### Met1 routing

Drawn at 4 px/um. Supply wires on this layer in grey. Cells faint in the background.
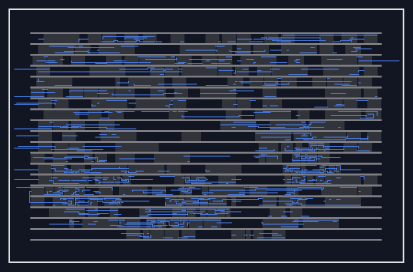
### Met2 routing

Drawn at 4 px/um.
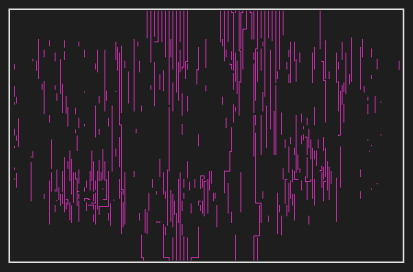
### Met3 routing

Drawn at 6 px/um. Cells faint in the background.
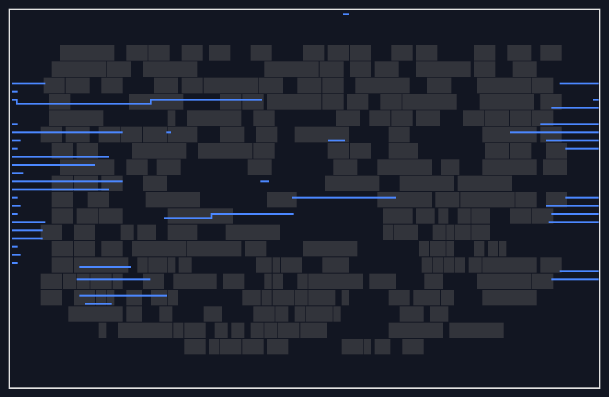
### Routing congestion

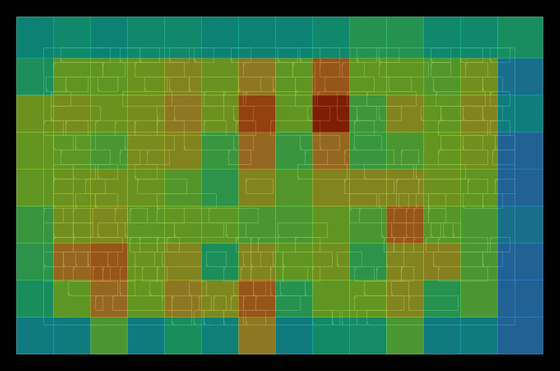
Design ama_riscv_imm_gen_ctrl_flat, sky130hd; sources not shown.
==> Slide: Implementation Results <==
Flow Results at a Glance

Layout
  • Final instance area: 0.00278 mm2
  • Seq/total area: 36.0%
  • Multi-input logic area: 818 um2
  • Clk cell area share: 3.87%
  • NonClk Buf Share: 27.2%
  • Flops: 40
  • Logic inverters: 5
  • Logic share of the area: 29.4%
  • Diode count: 0
  • Number of clock buffers in the layout: 5
  • Post-route non-filler standard cell count: 289
  • Non-clk bufs: 76
  • Area Overhead vs Synth: 49.2%

Floorplan
  • Die Height: 62.9 um
  • I/O pin total: 76
  • FP Core Util: 41.1%

Timing
  • Max_slew headroom: 66.1%
  • RSZ-0062 raised after global routing: no
  • Max Clk Rate: 0.291 GHz
  • Fin crit share: 88.0%
  • Final slew viol count: 0
  • Hold_ws: 0.482 ns
  • Worst slew pin tran: 0.502 ns
  • Final setup fails: 0
  • Final hold viol count: 0
  • TNS Setup: 0 ns
  • Setup Skew: 0.00664 ns

Synth
  • Flip-flops with a built-in enable: 0
  • Main logic family: multiplexers
  • Asr flop ratio synth: 100%
  • Warnings, synthesis: 0
  • Synth cell count leaders: 40 x dfrtp_1, 25 x mux2_1, 6 x a21oi_1, 6 x ha_1
  • Area share of fa/ha/maj cells after synthesis: 4.02%
  • Main flop type: dfrtp_1
  • Complex Gates by Area: 8.65%
  • Number of synthesized register bits: 40
  • Synthesized instance count: 145
  • Area leader, netlist: dfrtp_1
  • Mux area share: 16.8%
  • Basic Gates by Area: 12.0%
  • Seq/Total Area, Yosys: 53.7%
  • Yosys stat cell total: 145

Clock network
  • Clk slew on worst S/H paths: 0.07 ns
  • Clock Tree Root: clkbuf_8
  • CTS tree: built
  • Total CTS buffers: 5
  • Cts hold-fix bufs: 0

Run status
  • Status: completed

Power and ir drop
  • Peak VDD IR: 332 uV
  • Leakage power: 1.19 nW
  • Switch Pwr: 0.573 mW
  • Seq. pwr: 0.701 mW
  • Clock Power Share: 17.6%
  • P per Cell Area: 659 mW/mm2

Setup path
  • Slowest stage delay, CP: 0.55 ns
  • WP buf/inv: 2
  • WP depth: 4
  • FF-to-FF path depth: 4

Global routing
  • Grt ovf: 0
  • First-pass GRT wire length: 7.07 mm
  • Initial antenna violation count: 0

Placement
  • Placement-stage worst setup slack: 0.472 ns
  • DP Cell Count: 281
  • Port Buffers: 75
  • Final Wtd Congestion: 0.823

Min path
  • Worst hold path type: flip-flop to flip-flop
  • Hold path cells: 1

Drt
  • Antenna viol nets, final: 0
  • Via density: 4.93
  • M1 WL: 1.88 mm
About 'Met1 routing':
The layer holds 46% of the routed length. The longest straight run is 35.9 um. The layer carries 1880 um of wire. 231 nets have wire on it. The wires run mostly horizontal.
grt met1 use: 18.5%
total number of vias: 1425
final wirelength: 4.11 mm

About 'Met2 routing':
The layer holds 45% of the routed length. The longest straight run is 23.4 um. 240 nets have wire on it.
GR Util met2: 21.9%

About 'Met3 routing':
The wires run mostly horizontal. The layer holds 8.1% of the routed length. The layer carries 332 um of wire. 40 nets have wire on it. The longest straight run is 22.3 um.
met3 Use GR: 5.69%

About 'Routing congestion':
wire per inst: 14.2 um
Total GRT Usage: 14.1%
fin util: 61.3%
busiest grt layer: met2

Power and IR drop assume default switching activity.
